**src/rtl/pq_pkg.sv**
```systemverilog
// rtl/pq_pkg.sv - shared op codes for the max priority queue and its front end
package pq_pkg;

  typedef logic [1:0] pq_op_t;

  localparam pq_op_t OP_NOP  = 2'b00;
  localparam pq_op_t OP_PUSH = 2'b01;
  localparam pq_op_t OP_POP  = 2'b10;
  localparam pq_op_t OP_TOP  = 2'b11;

endpackage

```
**src/rtl/pq_op_sequencer_if.sv**
```systemverilog
// rtl/pq_op_sequencer_if.sv - op port between the sequencer and the priority queue
interface pq_op_sequencer_if #(
  parameter int DATA_WIDTH = 8
);
  import pq_pkg::*;

  logic [DATA_WIDTH-1:0] pq_data_in;
  logic                  pq_valid_in;
  pq_op_t                pq_op;
  logic                  pq_ready_in;
  logic                  pq_ready_out;
  logic [DATA_WIDTH-1:0] pq_out;
  logic                  pq_valid_out;

  modport master (
    output pq_data_in, pq_valid_in, pq_op, pq_ready_in,
    input  pq_ready_out, pq_out, pq_valid_out
  );

  modport slave (
    input  pq_data_in, pq_valid_in, pq_op, pq_ready_in,
    output pq_ready_out, pq_out, pq_valid_out
  );

endinterface

```
**src/rtl/pq_push_fifo.sv**
```systemverilog
// rtl/pq_push_fifo.sv - push buffer with registered occupancy and registered head
module pq_push_fifo #(
  parameter int DATA_WIDTH = 8,
  parameter int DEPTH      = 4,
  parameter int CNT_WIDTH  = $clog2(DEPTH) + 1
) (
  input  logic                  clk,
  input  logic                  reset,
  input  logic                  wr_en,
  input  logic [DATA_WIDTH-1:0] wr_data,
  input  logic                  rd_en,
  output logic [DATA_WIDTH-1:0] head,
  output logic [CNT_WIDTH-1:0]  count,
  output logic                  full,
  output logic                  empty
);

  localparam int PTR_W = $clog2(DEPTH);

  logic [DATA_WIDTH-1:0] mem [DEPTH];
  logic [PTR_W-1:0]      wr_ptr;
  logic [PTR_W-1:0]      rd_ptr;
  logic [PTR_W-1:0]      rd_ptr_nxt;
  logic [DATA_WIDTH-1:0] head_nxt;
  logic                  wr;
  logic                  rd;

  assign full  = (count == CNT_WIDTH'(DEPTH));
  assign empty = (count == '0);
  assign wr    = wr_en & ~full;
  assign rd    = rd_en & ~empty;

  // Next head: a write into the slot that becomes the head bypasses the array
  always_comb begin
    rd_ptr_nxt = rd ? rd_ptr + PTR_W'(1) : rd_ptr;
    if (wr && (wr_ptr == rd_ptr_nxt)) begin
      head_nxt = wr_data;
    end else begin
      head_nxt = mem[rd_ptr_nxt];
    end
  end

  // Pointers, occupancy and head register
  always_ff @(posedge clk or negedge reset) begin
    if (!reset) begin
      wr_ptr <= '0;
      rd_ptr <= '0;
      count  <= '0;
      head   <= '0;
    end else begin
      if (wr) begin
        wr_ptr <= wr_ptr + PTR_W'(1);
      end
      rd_ptr <= rd_ptr_nxt;
      count  <= count + CNT_WIDTH'(wr) - CNT_WIDTH'(rd);
      head   <= head_nxt;
    end
  end

  // Storage array; no reset needed since occupancy qualifies every entry
  always_ff @(posedge clk) begin
    if (wr) begin
      mem[wr_ptr] <= wr_data;
    end
  end

endmodule

```
**src/rtl/pq_op_sequencer.sv**
```systemverilog
// rtl/pq_op_sequencer.sv - serialises buffered pushes and pop requests onto the queue op port
module pq_op_sequencer
  import pq_pkg::*;
#(
  parameter int DATA_WIDTH      = 8,
  parameter int PUSH_FIFO_DEPTH = 4,
  parameter int CNT_WIDTH       = $clog2(PUSH_FIFO_DEPTH) + 1
) (
  input  logic                  clk,
  input  logic                  reset,
  input  logic [DATA_WIDTH-1:0] push_data,
  input  logic                  push_valid,
  output logic                  push_ready,
  input  logic                  pop_req_valid,
  output logic                  pop_req_ready,
  output logic [DATA_WIDTH-1:0] pop_resp_data,
  output logic                  pop_resp_empty,
  output logic                  pop_resp_valid,
  input  logic                  pop_resp_ready,
  output logic                  push_drop,
  pq_op_sequencer_if.master     pq
);

  logic [DATA_WIDTH-1:0] fifo_head;
  logic [CNT_WIDTH-1:0]  fifo_count;
  logic                  fifo_full;
  logic                  fifo_empty;
  logic                  fifo_rd;

  logic                  pop_pending;
  logic [CNT_WIDTH-1:0]  pushes_ahead;
  logic                  ahead_zero;
  logic                  pop_blocking;
  logic                  resp_free;
  logic                  push_in;
  logic                  pop_accept;
  logic                  pop_issue;
  logic                  empty_resp;
  logic                  push_issue;
  logic                  drop_head;
  logic [CNT_WIDTH-1:0]  occ_after;

  pq_push_fifo #(
    .DATA_WIDTH (DATA_WIDTH),
    .DEPTH      (PUSH_FIFO_DEPTH),
    .CNT_WIDTH  (CNT_WIDTH)
  ) u_push_fifo (
    .clk     (clk),
    .reset   (reset),
    .wr_en   (push_in),
    .wr_data (push_data),
    .rd_en   (fifo_rd),
    .head    (fifo_head),
    .count   (fifo_count),
    .full    (fifo_full),
    .empty   (fifo_empty)
  );

  assign push_ready    = ~fifo_full;
  assign pop_req_ready = ~pop_pending;
  assign push_in       = push_valid & push_ready;
  assign pop_accept    = pop_req_valid & pop_req_ready;
  assign resp_free     = ~pop_resp_valid | pop_resp_ready;
  assign ahead_zero    = (pushes_ahead == '0);
  // Once every push ahead of the pending pop has gone, later pushes must wait
  assign pop_blocking  = pop_pending & ahead_zero;

  assign pop_issue  = pop_blocking & resp_free & pq.pq_valid_out;
  assign empty_resp = pop_blocking & resp_free & ~pq.pq_valid_out;
  assign push_issue = ~fifo_empty & ~pop_blocking & pq.pq_ready_out;
  // A full queue cannot take the pushes ahead of a pop, so shed them to keep the pop moving
  assign drop_head  = ~fifo_empty & pop_pending & ~ahead_zero & ~pq.pq_ready_out;
  assign fifo_rd    = push_issue | drop_head;
  assign occ_after  = fifo_count + CNT_WIDTH'(push_in) - CNT_WIDTH'(fifo_rd);

  // Drive the queue op port from this cycle's issue decision
  always_comb begin
    pq.pq_op       = OP_NOP;
    pq.pq_valid_in = 1'b0;
    pq.pq_ready_in = 1'b0;
    pq.pq_data_in  = fifo_head;
    if (pop_issue) begin
      pq.pq_op       = OP_POP;
      pq.pq_ready_in = 1'b1;
    end else if (push_issue) begin
      pq.pq_op       = OP_PUSH;
      pq.pq_valid_in = 1'b1;
    end
  end

  // Track the pending pop and how many buffered pushes are ordered before it
  always_ff @(posedge clk or negedge reset) begin
    if (!reset) begin
      pop_pending  <= 1'b0;
      pushes_ahead <= '0;
    end else begin
      if (pop_accept) begin
        pop_pending  <= 1'b1;
        pushes_ahead <= occ_after;
      end else begin
        if (pop_issue || empty_resp) begin
          pop_pending <= 1'b0;
        end
        if (fifo_rd && !ahead_zero) begin
          pushes_ahead <= pushes_ahead - CNT_WIDTH'(1);
        end
      end
    end
  end

  // Response register: load on a completed pop, otherwise drain on ready
  always_ff @(posedge clk or negedge reset) begin
    if (!reset) begin
      pop_resp_valid <= 1'b0;
      pop_resp_data  <= '0;
      pop_resp_empty <= 1'b0;
    end else if (pop_issue) begin
      pop_resp_valid <= 1'b1;
      pop_resp_data  <= pq.pq_out;
      pop_resp_empty <= 1'b0;
    end else if (empty_resp) begin
      pop_resp_valid <= 1'b1;
      pop_resp_data  <= '0;
      pop_resp_empty <= 1'b1;
    end else if (pop_resp_ready) begin
      pop_resp_valid <= 1'b0;
    end
  end

  // One-cycle pulse after a head push is discarded
  always_ff @(posedge clk or negedge reset) begin
    if (!reset) begin
      push_drop <= 1'b0;
    end else begin
      push_drop <= drop_head;
    end
  end

endmodule

```
**src/flat_wrapper.sv**
```systemverilog
// flat-port wrapper written by rule: the top's interface ports become plain ports
module pq_op_sequencer_flat import pq_pkg::*;
#(
  parameter int DATA_WIDTH      = 8,
  parameter int PUSH_FIFO_DEPTH = 4,
  parameter int CNT_WIDTH       = $clog2(PUSH_FIFO_DEPTH) + 1
)
  (clk, reset, push_data, push_valid, push_ready, pop_req_valid, pop_req_ready, pop_resp_data, pop_resp_empty, pop_resp_valid, pop_resp_ready, push_drop, pq_pq_data_in, pq_pq_valid_in, pq_pq_op, pq_pq_ready_in, pq_pq_ready_out, pq_pq_out, pq_pq_valid_out);
  pq_op_sequencer_if #(.DATA_WIDTH(DATA_WIDTH)) pq_i ();
  input  logic clk;
  input  logic reset;
  input  logic [DATA_WIDTH-1:0] push_data;
  input  logic push_valid;
  output logic push_ready;
  input  logic pop_req_valid;
  output logic pop_req_ready;
  output logic [DATA_WIDTH-1:0] pop_resp_data;
  output logic pop_resp_empty;
  output logic pop_resp_valid;
  input  logic pop_resp_ready;
  output logic push_drop;
  output wire logic [$bits(pq_i.pq_data_in)-1:0] pq_pq_data_in;
  output wire logic [$bits(pq_i.pq_valid_in)-1:0] pq_pq_valid_in;
  output wire logic [$bits(pq_i.pq_op)-1:0] pq_pq_op;
  output wire logic [$bits(pq_i.pq_ready_in)-1:0] pq_pq_ready_in;
  input wire logic [$bits(pq_i.pq_ready_out)-1:0] pq_pq_ready_out;
  input wire logic [$bits(pq_i.pq_out)-1:0] pq_pq_out;
  input wire logic [$bits(pq_i.pq_valid_out)-1:0] pq_pq_valid_out;
  assign pq_pq_data_in = pq_i.pq_data_in;
  assign pq_pq_valid_in = pq_i.pq_valid_in;
  assign pq_pq_op = pq_i.pq_op;
  assign pq_pq_ready_in = pq_i.pq_ready_in;
  assign pq_i.pq_ready_out = pq_pq_ready_out;
  assign pq_i.pq_out = pq_pq_out;
  assign pq_i.pq_valid_out = pq_pq_valid_out;
  pq_op_sequencer #(.DATA_WIDTH(DATA_WIDTH), .PUSH_FIFO_DEPTH(PUSH_FIFO_DEPTH), .CNT_WIDTH(CNT_WIDTH)) u_core (.clk(clk), .reset(reset), .push_data(push_data), .push_valid(push_valid), .push_ready(push_ready), .pop_req_valid(pop_req_valid), .pop_req_ready(pop_req_ready), .pop_resp_data(pop_resp_data), .pop_resp_empty(pop_resp_empty), .pop_resp_valid(pop_resp_valid), .pop_resp_ready(pop_resp_ready), .push_drop(push_drop), .pq(pq_i));
endmodule
```
**config.mk**
```make
export PLATFORM = sky130hd
export DESIGN_NAME = pq_op_sequencer_flat
export DESIGN_NICKNAME = d
export VERILOG_FILES = /design/src/rtl/pq_pkg.sv /design/src/rtl/pq_op_sequencer_if.sv /design/src/rtl/pq_push_fifo.sv /design/src/rtl/pq_op_sequencer.sv /design/src/flat_wrapper.sv
export SDC_FILE = /design/constraint.sdc
export NUM_CORES = 1
export LEC_CHECK = 0
export CORE_ASPECT_RATIO = 0.6
export CORE_MARGIN = 1.5
export CORE_UTILIZATION = 50
export DETAILED_ROUTE_END_ITERATION = 7
export MAX_ROUTING_LAYER = met4
export PLACE_DENSITY = 0.75
export SYNTH_ARGS = -nofsm -noshare
export SYNTH_HDL_FRONTEND = slang
export SYNTH_SLANG_ARGS = --single-unit
```
**constraint.sdc**
```tcl
create_clock -name clk -period 3.2 [get_ports clk]
set_clock_uncertainty 0.1 [all_clocks]
set_input_delay 0.64 -clock clk [delete_from_list [all_inputs] [get_ports clk]]
set_output_delay 0.64 -clock clk [all_outputs]
set_load 0.005 [all_outputs]
```
### Close-up of the layout, run 1

Window x 38 to 78, y 29 to 69 µm. Cells in gray, sequential cells in the stronger gray; small squares are vias.
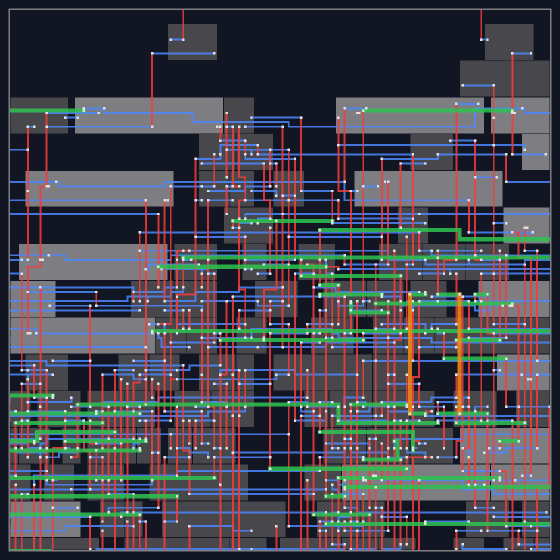
layer	color
metal 3	green
metal 4	orange
metal 1	blue
metal 2	red
cells with their middle in the window	78
netlist names of flops here include	u_core.u_push_fifo.mem (8), u_core.u_push_fifo.rd_ptr (1)
sequential cells in the window	9
most frequent	nor4_1 (12), edfxtp_1 (8), a311oi_1 (7)

### Metal 2, run 1

(3 px per µm)
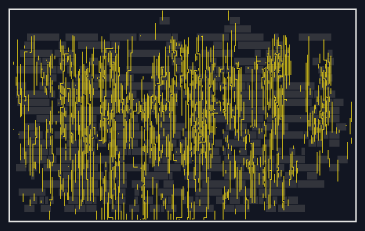
share of all routed wire	44%
nets with wire on the layer	376
longest straight run	33.0 µm
main direction	vertical
wire length on this layer	4380 µm
met2 Track Usage GR: 36.1%
DR vias: 3276
total wire length: 10000 µm

### Track usage over the die, run 1

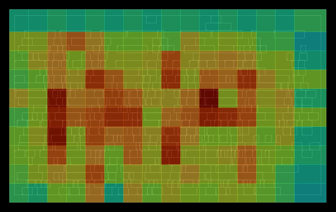
grt peak-use layer: met1
met1 Use GR: 40.2%
met3 Usage GRT: 5.03%
gr usage total: 26.4%
WL per Instance: 19.7 µm

==> results.ini, run 1 <==
[hold_path]
hp-class=register to register
worstHoldStart=u_core.pop_resp_data[1]$_DFFE_PN0P_
hold_end=u_core.pop_resp_data[1]$_DFFE_PN0P_

[synthesis]
syn_area_um2=3770
synth.area.top_cells=edfxtp_1 (26%), dfrtp_1 (20%), nor4_1 (6.5%)
ys_cells=363
top_area_cell=edfxtp_1
synth-main-ff-cell=edfxtp_1

[timing]
setup_slack_ps=293
slew_violations=0
fmax_mhz=344
min_period_ps=2910

[status]
outcome=completed

[clock_tree]
clkTransAtPathRegs_ps=50
ctsHoldBuffers=0
cts_root_buffer=clkbuf_16
postCtsResizedCells=0
cts-buffers-inserted=9

[worst_setup_path]
critPathRequiredTime_ps=2460
r2r_start=u_core.pushes_ahead[0]$_DFFE_PN0P_
end_kind=primary output
path_class=register to primary output
reg2regPathDepth=9

[layout]
antennaDiodeCount=0
synthToLayoutAreaGrowth_pct=22.9
final_cells=508
comb_area_um2=1830

[detailed_routing]
first_iter_violations=296

[place]
dp_cells=492

[die]
design.core.area_um2=7270

[power]
leakage_nw=1.70

[global_route]
antenna_found_initial=0

==> run 1: where the power goes <==
part / internal, mW / switching [mW] / leakage, nW
clock network: 0.568 / 0.333 / 0.135
logic: 1.22 / 1.53 / 0.910
registers: 1.13 / 0.271 / 0.655
==> run 1: final cells by class <==
| cell class | count | area share [%] |
|---|---|---|
| clock buffer | 13 | 5.65 |
| inverter | 12 | 0.973 |
| clock inverter | 3 | 0.379 |
| sequential | 62 | 37.0 |
| multi-input combinational | 251 | 39.6 |
| timing repair buffer | 63 | 13.6 |
| tap | 104 | 2.81 |
==> run 1: routing by layer <==
layer	GRT usage [%]	routed length, µm	share of wire, %
met5	-	0	0
met4	6.72	89	0.89
met3	5.03	840	8.4
met2	36.1	4380	44
met1	40.2	4690	47
==> run 1: registers in the layout, indices dropped and copies added (netlist names) <==
signal                     cells
u_core.u_push_fifo.mem        32
u_core.pop_resp_data           8
u_core.u_push_fifo.head        8
u_core.pushes_ahead            3
u_core.u_push_fifo.count       3
u_core.u_push_fifo.rd_ptr      2
u_core.u_push_fifo.wr_ptr      2
u_core.pop_pending             1
u_core.pop_resp_empty          1
u_core.pop_resp_valid          1
u_core.push_drop               1
==> run 1: cell families (layout without fill, tap and decap cells) <==
logic type      after synthesis  count (layout)  share of synthesized area, %
flops                        62              62                          45.4
compound gates               79              79                          16.1
simple gates                150             150                          24.7
fa+ha+maj                    12              12                          4.39
buf+inv                      50              91                          6.18
xor+xnor                      8               8                          2.59
mux                           2               2                         0.565
==> run 1: critical path: stages, from the launching register on <==
cell and delay (ps):
dfrtp_1 390, inv_1 80, ha_1 210, and3b_1 400, and3_1 240, clkdlybuf4s50_1 510
### Register map, names as in the netlist, run 1

(6 px per µm) Other sequential cells in the stronger gray, the rest of the logic in the fainter gray.
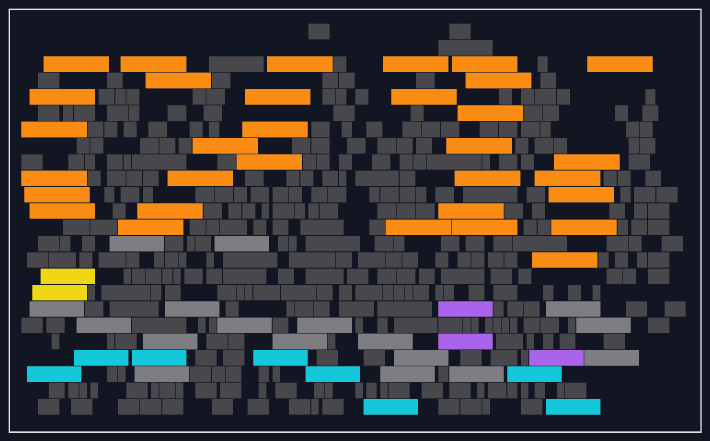

==> inputs of run 2 (changes only) <==
--- a/config.mk
+++ b/config.mk
@@ -5,12 +5,15 @@
 export SDC_FILE = /design/constraint.sdc
 export NUM_CORES = 1
 export LEC_CHECK = 0
+export CAP_MARGIN = 20
+export CELL_PAD_IN_SITES_DETAIL_PLACEMENT = 0
+export CELL_PAD_IN_SITES_GLOBAL_PLACEMENT = 1
 export CORE_ASPECT_RATIO = 0.6
 export CORE_MARGIN = 1.5
-export CORE_UTILIZATION = 50
+export CORE_UTILIZATION = 44
 export DETAILED_ROUTE_END_ITERATION = 7
 export MAX_ROUTING_LAYER = met4
-export PLACE_DENSITY = 0.75
+export PLACE_DENSITY = 0.83
 export SYNTH_ARGS = -nofsm -noshare
 export SYNTH_HDL_FRONTEND = slang
 export SYNTH_SLANG_ARGS = --single-unit
### Register map, names as in the netlist, run 2

(4 px per µm) Other sequential cells in the stronger gray, the rest of the logic in the fainter gray.
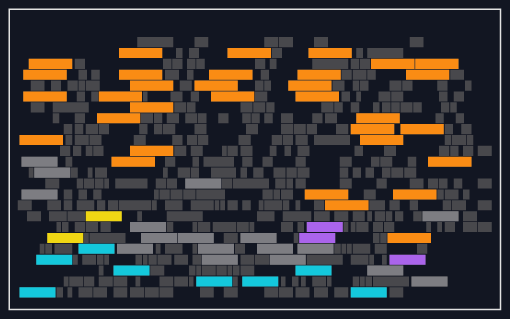
signal	color	placed flops
u_core.u_push_fifo.mem	orange	32
u_core.pushes_ahead	purple	3
u_core.u_push_fifo.wr_ptr	yellow	2
u_core.pop_resp_data	cyan	8
not colored	17

### Metal 2, run 2

(3 px per µm)
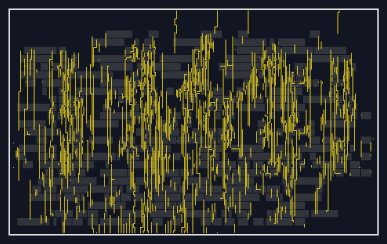
wire length on this layer	4100 µm
nets with wire on the layer	367
longest straight run	43.5 µm
share of all routed wire	41%
main direction	vertical

==> run 2 against run 1 <==
Against the previous run: clock power about the same; synthesized cell count unchanged; largest cell class unchanged; sequential share of layout area barely moved; first-iteration DRC count shrank 11%; register-to-register slack is essentially flat; power is 0.89% lower; die size rose by 13%; sequential cell count did not move; clock-buffer cell count is 2 lower; cell count increased by 1.6%; routed wire length fell by 0.25%; worst hold slack better by 5.9 ps.
==> results.ini, run 2 <==
[hold_path]
hp-class=register to register
worstHoldStart=u_core.pop_resp_data[6]$_DFFE_PN0P_

[global_route]
antenna_found_initial=0  ; unchanged
gr-max-usage-layer=met1
grtUsageTotal_pct=25.2  ; -1.3 points
gr-usage-met3_pct=6.44  ; +1.4 points

[detailed_routing]
dr_wl_met2_um=4100  ; -6.5%
routed_wl_um=9980  ; -0.25%
num_vias=3172  ; -3.2%
top_layer=met4
first_iter_violations=264  ; -11%
wire_per_inst_um=19.3  ; -1.8%

[worst_setup_path]
reg2regPathDepth=8  ; -1

[layout]
seq_share_pct=37.0  ; about the same
layout.nonclk_buf_share_pct=13.4  ; -0.15 points
synthToLayoutAreaGrowth_pct=22.8  ; about the same
n_clock_buffer=11  ; -2
largestClassByArea=logic gates
nNonClkInverters=12  ; unchanged
reg.largest.list=u_core.u_push_fifo.mem x32, u_core.pop_resp_data x8, u_core.u_push_fifo.head x8

[power]
clockPowerShare_pct=18.0  ; +0.2 points
switching_share_pct=42.0  ; -0.24 points

[synthesis]
synth.area.top_cells=edfxtp_1 (26%), dfrtp_1 (20%), nor4_1 (6.5%)
ys_cells=363  ; unchanged
syn_area_um2=3770  ; unchanged

[status]
outcome=completed

[timing]
slew_violations=0  ; unchanged
setup_slack_ps=345  ; +51.3 ps

[clock_tree]
clkTransAtPathRegs_ps=50  ; about the same

[die]
n_tap_cell=108  ; +3.8%

## run 2: netlist changes by cell type in the layout (fill, tap and decap cells not counted), sizes merged
cell / before / now
clkinv: 4 / 7
buf: 16 / 20
clkinvlp: 1 / 0
clkbuf: 13 / 11
## run 2: critical path, stage by stage (launching register included)
cell and delay (ps):
dfrtp_1 390, inv_1 80, ha_1 200, and3b_1 360, and3_1 240, clkdlybuf4s50_1 500
## run 2: power by group through the flow
stage,clock [mW],sequential [mW],combinational (mW)
6_report,0.901,1.37,2.74
5_1_grt,0.950,1.41,3.02
4_1_cts,0.921,1.36,2.72
3_5_place_dp,0,1.37,2.69
3_3_place_gp,0,1.36,2.63
2_1_floorplan,0,1.28,1.88
## run 2: worst max-delay path by stage
stage                                                  endpoint  cells past startpoint
final                                            pq_pq_ready_in                      5
after global routing                                pq_pq_op[1]                      5
after CTS                                        pq_pq_ready_in                      5
after detailed placement  u_core.u_push_fifo.count[2]$_DFF_PN0_                      9
after global placement    u_core.u_push_fifo.count[2]$_DFF_PN0_                      9
after floorplan              u_core.pushes_ahead[1]$_DFFE_PN0P_                      8
## run 2: per-stage QoR
step | utilization, % | power [mW] | instance area (µm²) | hold slack (ps)
2_1_floorplan | - | 3.16 | 3770 | 244
3_3_place_gp | 53.8 | 3.99 | 4350 | 365
3_5_place_dp | 53.8 | 4.07 | 4350 | 374
4_1_cts | 57.3 | 5.01 | 4620 | 388
5_1_grt | 57.3 | 5.38 | 4620 | 428
6_report | 57.3 | 5.01 | 4620 | 382
## run 2: cell families after synthesis
group                    share of synthesized area [%]
AND-OR/OR-AND                                     16.1
multiplexers                                     0.565
buffers and inverters                             6.18
adder cells (fa/ha/maj)                           4.39
flip-flops                                        45.4
XOR/XNOR                                          2.59
AND/OR/NAND/NOR                                   24.7
### Close-up of the layout, run 2

Window x 41 to 81, y 32 to 72 µm. Cells in gray, sequential cells in the stronger gray; small squares are vias.
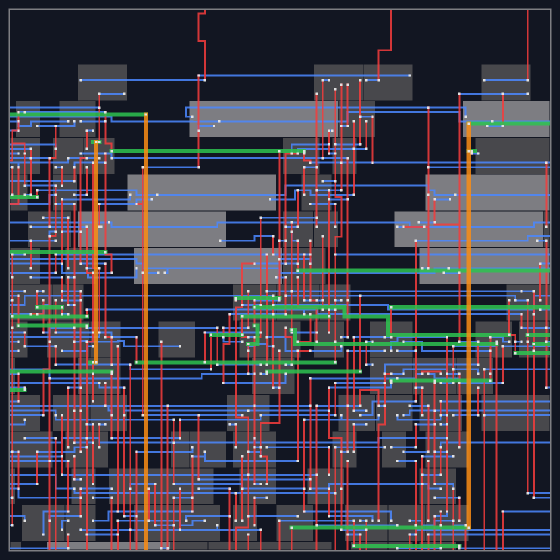

==> inputs of run 3 (changes only) <==
==> constraint.sdc (replaced) <==
create_clock -name clk -period 2.7 [get_ports clk]
set_clock_uncertainty 0.1 [all_clocks]
set_input_delay 0.54 -clock clk [delete_from_list [all_inputs] [get_ports clk]]
set_output_delay 0.54 -clock clk [all_outputs]
set_load 0.005 [all_outputs]
### Close-up of the layout, run 3

Window x 41 to 81, y 32 to 72 µm. Cells in gray, sequential cells in the stronger gray; small squares are vias.
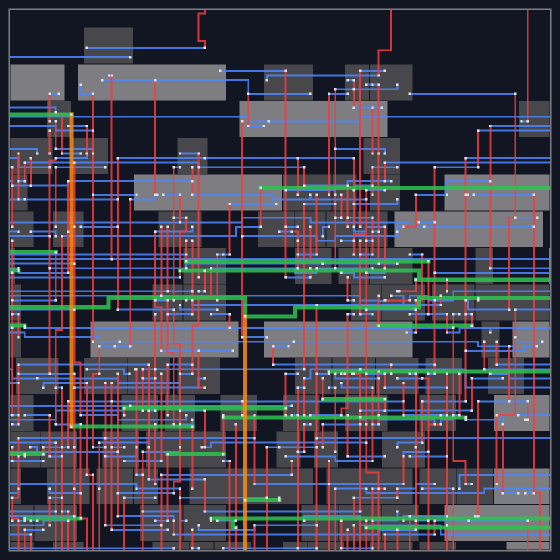
layer	color
metal 1	blue
metal 2	red
metal 3	green
metal 4	orange
cells with their middle in the window	79
sequential cells in the window	8
most frequent	nor4_1 (10), edfxtp_1 (8), a32oi_1 (7)
netlist names of flops here include	u_core.u_push_fifo.mem (8)

### Metal 2, run 3

(3 px per µm)
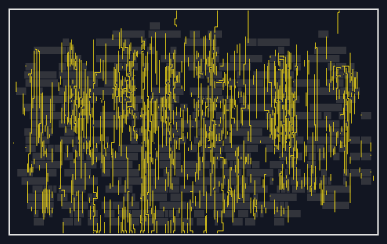
DR vias: 3198
total wire length: 9960 µm
met2 Track Usage GR: 34.1%

==> run 3 against run 2 <==
Against the previous run: non-clock buffer count is 12 higher; sequential power is about 10% higher; cell count is 2.3% higher; power is 23% higher; clock power is 33% higher; core utilization is 2.2 points higher; largest cell class unchanged; highest routed layer unchanged.
==> results.ini, run 3 <==
[synthesis]
syn_area_um2=3770  ; unchanged
edf_count=32
synth.area.top_cells=edfxtp_1 (26%), dfrtp_1 (20%), nor4_1 (6.5%)
synth-main-ff-cell=edfxtp_1
ys_cells=363  ; unchanged
top_area_share_pct=25.5

[layout]
comb_area_um2=1850
reg.largest.list=u_core.u_push_fifo.mem x32, u_core.pop_resp_data x8, u_core.u_push_fifo.head x8
fin_util_pct=59.5  ; +2.2 points
fillCellCount=683
fin_area_um2=4800  ; +3.8%
synthToLayoutAreaGrowth_pct=27.4

[power]
ir_drop_v=0.000568
pg_seq_mw=1.56  ; +10%
comb_power_mw=3.42  ; +25%
powerDensity_nw_per_um2=1290
power_mw=6.18  ; +23%
clockPowerShare_pct=19.4  ; +1.4 points
switching_share_pct=40.2  ; -1.8 points
power.group.top=combinational logic
p_clk_mw=1.20  ; +33%
p_sw_mw=2.48

[global_route]
grt_max_degree=31
grt_overflow=0
grtUsageTotal_pct=24.4  ; -0.73 points
antenna_found_initial=0  ; unchanged

[worst_setup_path]
crit_path_max_incr_delay_ps=490  ; about the same
endpoint=pq_pq_ready_in
crit_fanout=4
reg2regPathDepth=9  ; +1
cp_top_family=buffers and inverters
path_depth=6  ; +1
cp_cell_sequence=inv_1 > ha_4 > and3b_2 > buf_6 > and3_4 > clkdlybuf4s50_1
critical-path-slowest-cell=clkdlybuf4s50_1
critPathBufInv=3  ; +1

[die]
design.core.area_um2=8070

[clock_tree]
clkTransAtPathRegs_ps=50  ; about the same
ctsHoldBuffers=0
cts_root_buffer=clkbuf_16

[detailed_routing]
first_iter_violations=286  ; +8.3%
wire_per_inst_um=18.9  ; -2.5%

[timing]
hold_slack_ps=384  ; +1.15 ps
slew_violations=0  ; unchanged
fmax_mhz=383
setup_slack_ps=88.6  ; -256 ps

[place]
placed_area_um2=4430  ; +2.0%

[hold_path]
hp-class=register to register

[status]
outcome=completed

run 3: cell counts after synthesis:
No cell type changed its count.
run 3: how the worst min path moves through the flow:
stage	startpoint	to	slack, ps	cells after the start
after global routing	u_core.pop_resp_data[5]$_DFFE_PN0P_	u_core.pop_resp_data[5]$_DFFE_PN0P_	440	2
after detailed placement	u_core.pop_resp_data[0]$_DFFE_PN0P_	u_core.pop_resp_data[0]$_DFFE_PN0P_	380	2
after global placement	u_core.pop_resp_data[0]$_DFFE_PN0P_	u_core.pop_resp_data[0]$_DFFE_PN0P_	360	2
after CTS	u_core.pop_resp_data[3]$_DFFE_PN0P_	u_core.pop_resp_data[3]$_DFFE_PN0P_	390	2
after floorplan	reset	u_core.pop_pending$_DFFE_PN0P_	140	0
final	u_core.pop_resp_data[1]$_DFFE_PN0P_	u_core.pop_resp_data[1]$_DFFE_PN0P_	380	2
run 3: logic make-up (layout without fill, tap and decap cells):
logic type,count (synthesis),after routing,share of synthesized area [%]
simple gates,150,150,24.7
flops,62,62,45.4
mux,2,2,0.565
buf+inv,50,107,6.18
xor+xnor,8,8,2.59
fa+ha+maj,12,12,4.39
compound gates,79,79,16.1
run 3: per-layer routing:
layer | track usage (%) | vias to the layer above | wire length (µm)
li1 | - | 1521 | -
met1 | 35.0 | 1562 | 4960
met2 | 34.1 | 110 | 4190
met3 | 7.35 | 5 | 745
met4 | 5.30 | 0 | 59
met5 | - | - | 0
run 3: cell type report:
class | instances | share of cell area [%]
Tap cell | 108 | 2.82
Clock buffer | 15 | 6.68
Sequential cell | 62 | 35.7
Timing Repair Buffer | 79 | 15.2
Multi-Input combinational cell | 251 | 38.6
Clock inverter | 1 | 0.104
Inverter | 12 | 0.939
No activity file was given, so power comes from the tool's default toggle rates.
